`src/rtl/bomb_pkg.sv`:
```
// bomb_pkg: shared types and constants for the bomb defuse controller.
//   state_t              - controller FSM states
//   CODE_DIGITS          - number of BCD digits in the secret code
//   DIGIT_W / CODE_W     - width of one digit / the packed code
//   MAX_ATTEMPTS_DEFAULT - default wrong-code count that locks entry
//   is_bcd()             - true when a 4-bit value is a decimal digit
package bomb_pkg;

   typedef enum logic [2:0] {
      S_IDLE,
      S_CLEAR,
      S_RUNNING,
      S_LOCKED,
      S_DEFUSED,
      S_EXPLODED
   } state_t;

   localparam int CODE_DIGITS          = 4;
   localparam int DIGIT_W              = 4;
   localparam int CODE_W               = CODE_DIGITS * DIGIT_W;
   localparam int MAX_ATTEMPTS_DEFAULT = 3;

   function automatic logic is_bcd(input logic [DIGIT_W-1:0] d);
      return d <= DIGIT_W'(9);
   endfunction

endpackage

```
`src/rtl/code_entry_buffer.sv`:
```
// code_entry_buffer: shift register for entered code digits.
//   Clock, Reset      - clock and synchronous active-high reset
//   clear             - empty the buffer (wins over push)
//   push, digit       - append one BCD digit on the low end
//   count             - digits currently buffered (0..CODE_DIGITS)
//   last_digit        - the next push completes the code
//   code_match        - buffered digits plus 'digit' equal CODE
module code_entry_buffer
   import bomb_pkg::*;
#(
   parameter logic [CODE_W-1:0] CODE = 16'h1234
) (
   input  logic               Clock,
   input  logic               Reset,
   input  logic               clear,
   input  logic               push,
   input  logic [DIGIT_W-1:0] digit,
   output logic [2:0]         count,
   output logic               last_digit,
   output logic               code_match
);

   logic [CODE_W-1:0] shift;

   // NOTE: sequential state uses non-blocking assignments so every register
   // samples the pre-edge values of the others.
   always_ff @(posedge Clock) begin
      if (Reset || clear) begin
         shift <= '0;
         count <= '0;
      end else if (push) begin
         shift <= {shift[CODE_W-DIGIT_W-1:0], digit};
         count <= count + 3'd1;
      end
   end

   // Compare against the value the shift register is about to hold, so the
   // FSM can decide on the same edge that accepts the final digit.
   assign last_digit = (count == 3'(CODE_DIGITS - 1));
   assign code_match = ({shift[CODE_W-DIGIT_W-1:0], digit} == CODE);

endmodule

```
`src/rtl/bomb_defuse_controller.sv`:
```
// bomb_defuse_controller: arms a bomb, collects a 4-digit BCD code and
// reports whether the bomb was defused or exploded.
//   Clock, Reset    - clock and synchronous active-high reset
//   Arm             - one-cycle request to (re)start a run
//   Digit_Valid     - qualifies Digit for one cycle
//   Digit           - entered BCD digit (values above 9 are ignored)
//   Counter_In      - bomb countdown value (informational only)
//   Blow_Up_In      - bomb explosion flag
//   Start, Stop     - level commands to the bomb
//   Bomb_Reset      - one-cycle reset pulse to the bomb
//   Defused         - code accepted, bomb stopped
//   Exploded        - bomb went off
//   Digits_Entered  - digits buffered for the current attempt
//   Wrong_Attempts  - failed codes since the last arm
module bomb_defuse_controller
   import bomb_pkg::*;
#(
   parameter logic [CODE_W-1:0] CODE         = 16'h1234,
   parameter int                MAX_ATTEMPTS = MAX_ATTEMPTS_DEFAULT
) (
   input  logic               Clock,
   input  logic               Reset,
   input  logic               Arm,
   input  logic               Digit_Valid,
   input  logic [DIGIT_W-1:0] Digit,
   input  logic [4:0]         Counter_In,
   input  logic               Blow_Up_In,
   output logic               Start,
   output logic               Stop,
   output logic               Bomb_Reset,
   output logic               Defused,
   output logic               Exploded,
   output logic [2:0]         Digits_Entered,
   output logic [1:0]         Wrong_Attempts
);

   localparam logic [1:0] MAX_W = MAX_ATTEMPTS[1:0];

   state_t     state;
   logic       arm_accept;
   logic       push;
   logic       last_digit;
   logic       code_match;
   logic       mismatch;
   logic       buf_clear;
   logic [1:0] next_wrong;

   // The countdown value never affects the controller; only Blow_Up_In
   // ends a run.
   logic unused_counter;
   assign unused_counter = ^Counter_In;

   // Arm restarts only from rest states; a run in progress ignores it.
   assign arm_accept = Arm && (state == S_IDLE || state == S_DEFUSED ||
                               state == S_EXPLODED);

   // An explosion in the same cycle suppresses the digit entirely.
   assign push       = (state == S_RUNNING) && Digit_Valid && is_bcd(Digit) &&
                       !Blow_Up_In;
   assign mismatch   = push && last_digit && !code_match;
   assign buf_clear  = arm_accept || (state == S_CLEAR) || mismatch;
   assign next_wrong = Wrong_Attempts + 2'd1;

   code_entry_buffer #(
      .CODE (CODE)
   ) u_buffer (
      .Clock      (Clock),
      .Reset      (Reset),
      .clear      (buf_clear),
      .push       (push),
      .digit      (Digit),
      .count      (Digits_Entered),
      .last_digit (last_digit),
      .code_match (code_match)
   );

   // NOTE: reset is checked first inside the clocked block, so it overrides
   // every other input on the same edge, even mid-run.
   always_ff @(posedge Clock) begin
      if (Reset) begin
         state          <= S_IDLE;
         Start          <= 1'b0;
         Stop           <= 1'b0;
         Bomb_Reset     <= 1'b0;
         Defused        <= 1'b0;
         Exploded       <= 1'b0;
         Wrong_Attempts <= 2'd0;
      end else begin
         case (state)
            S_IDLE, S_DEFUSED, S_EXPLODED: begin
               if (arm_accept) begin
                  state          <= S_CLEAR;
                  Start          <= 1'b0;
                  Stop           <= 1'b0;
                  Bomb_Reset     <= 1'b1;
                  Defused        <= 1'b0;
                  Exploded       <= 1'b0;
                  Wrong_Attempts <= 2'd0;
               end
            end

            S_CLEAR: begin
               state          <= S_RUNNING;
               Start          <= 1'b1;
               Stop           <= 1'b0;
               Bomb_Reset     <= 1'b0;
               Wrong_Attempts <= 2'd0;
            end

            S_RUNNING: begin
               if (Blow_Up_In) begin
                  state    <= S_EXPLODED;
                  Start    <= 1'b0;
                  Stop     <= 1'b0;
                  Exploded <= 1'b1;
               end else if (push && last_digit) begin
                  if (code_match) begin
                     state   <= S_DEFUSED;
                     Stop    <= 1'b1;
                     Defused <= 1'b1;
                  end else begin
                     Wrong_Attempts <= next_wrong;
                     if (next_wrong == MAX_W) begin
                        state <= S_LOCKED;
                     end
                  end
               end
            end

            S_LOCKED: begin
               if (Blow_Up_In) begin
                  state    <= S_EXPLODED;
                  Start    <= 1'b0;
                  Stop     <= 1'b0;
                  Exploded <= 1'b1;
               end
            end

            default: begin
               state <= S_IDLE;
               Start <= 1'b0;
               Stop  <= 1'b0;
            end
         endcase
      end
   end

endmodule

```
`config.mk`:
```
export PLATFORM = sky130hd
export DESIGN_NAME = bomb_defuse_controller
export DESIGN_NICKNAME = d
export VERILOG_FILES = /design/src/rtl/bomb_pkg.sv /design/src/rtl/code_entry_buffer.sv /design/src/rtl/bomb_defuse_controller.sv
export SDC_FILE = /design/constraint.sdc
export NUM_CORES = 1
export LEC_CHECK = 0
export CORE_AREA = 2 2 52 54
export CTS_CLUSTER_SIZE = 14
export DETAILED_ROUTE_END_ITERATION = 10
export DIE_AREA = 0 0 54 56
export PLACE_DENSITY = 0.79
export SYNTH_ARGS = -nofsm -noshare
export SYNTH_HDL_FRONTEND = slang
export SYNTH_SLANG_ARGS = --single-unit
```
`constraint.sdc`:
```
create_clock -name Clock -period 2.9 [get_ports Clock]
set_clock_uncertainty 0.05 [all_clocks]
set_input_delay 0.87 -clock Clock [delete_from_list [all_inputs] [get_ports Clock]]
set_output_delay 0.87 -clock Clock [all_outputs]
set_load 0.05 [all_outputs]
```
==> images/registers.png <==
Scale bar: 20 um. Other sequential cells in the stronger grey, the rest of the logic in the fainter grey.
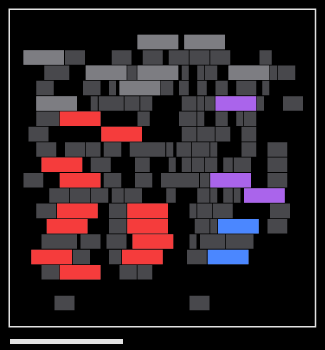
legend:
  purple:
    name_in_the_netlist: state
    sequential_cells: 3
  red:
    name_in_the_netlist: u_buffer.shift
    sequential_cells: 12
  blue:
    name_in_the_netlist: Wrong_Attempts
    sequential_cells: 2
not coloured: 8

==> images/drive_strength.png <==
Scale bar: 20 um.
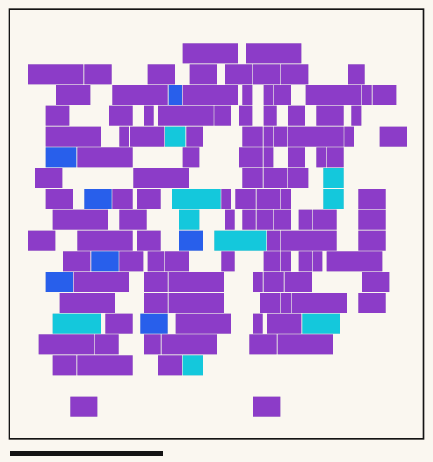
legend:
  purple:
    size: drive 1 or less
    cells: 113
    most_used: dfxtp_1
  cyan:
    size: drive 3 to 4
    cells: 9
    most_used: clkbuf_4
  blue:
    size: drive 2
    cells: 7
    most_used: a22o_2

==> run summary <==
CP required - 3.06 ns
Delay-heaviest family, CP - simple AND/OR/NAND/NOR gates
Clock-cell share - 2.028%
Worst-skew pair later-pin latency - 0.31 ns
Yosys stat area - 1139 um2
Met3 Track Usage GR - 2.688%
Residual DRC - 0
Synth unique cells - 41
Psw - 0.2064 mW
Worst path slowest cell - or4b_4
Crit path cell chain - clkdlybuf4s50_1 -> or4b_4 -> nor3b_4 -> nor2b_2 -> mux2_2
Post-Place Setup Slack - 0.09954 ns
Clock share of power - 22.4%
Wire per inst - 14.30 um
Sw Share - 30.44%
Power Internal - 0.4716 mW
Tmin final - 2.460 ns
Peak fanout along the critical path - 15
Worst slew margin - 59.47%
Total wire length - 2.274 mm
Seq. cell area - 500.5 um2
CP Capture Point - u_buffer.count[0]
Pre-antenna DRT Iters - 4
Aoi share - 25.16%
Yosys warning tally - 0
Ys flop type - dfxtp_1
Post-layout util - 55.81%
Area share, top type - 43.96%
Post-route clock period utilization - 84.83%
Status - finished clean
Hold Vio Cnt, Final - 0
Die footprint - 3024 um2
Pwr/cell area - 499.4 nW/um2
CTS Buf Count - 3
Startpoint Class - input port
Final setup fails - 0
Hold WS - 0.4253 ns
Area delta synth->final - 19.23%
Cell area leaders - dfxtp_1 (44%), a22o_1 (7.7%), a22o_2 (3.5%)
Fill cell count - 228
Multi-input combinational area share - 42.03%
Number of synthesized flops with an enable pin - 0
Max-cap violations - 0
Comb group - 0.147 mW
Comb area - 570.5 um2
Design Power - 0.6779 mW
Wl on met1 - 1.035 mm
Hold endpoint - Stop
CTS tree - yes
No activity file was given, so power comes from the tool's default toggle rates.
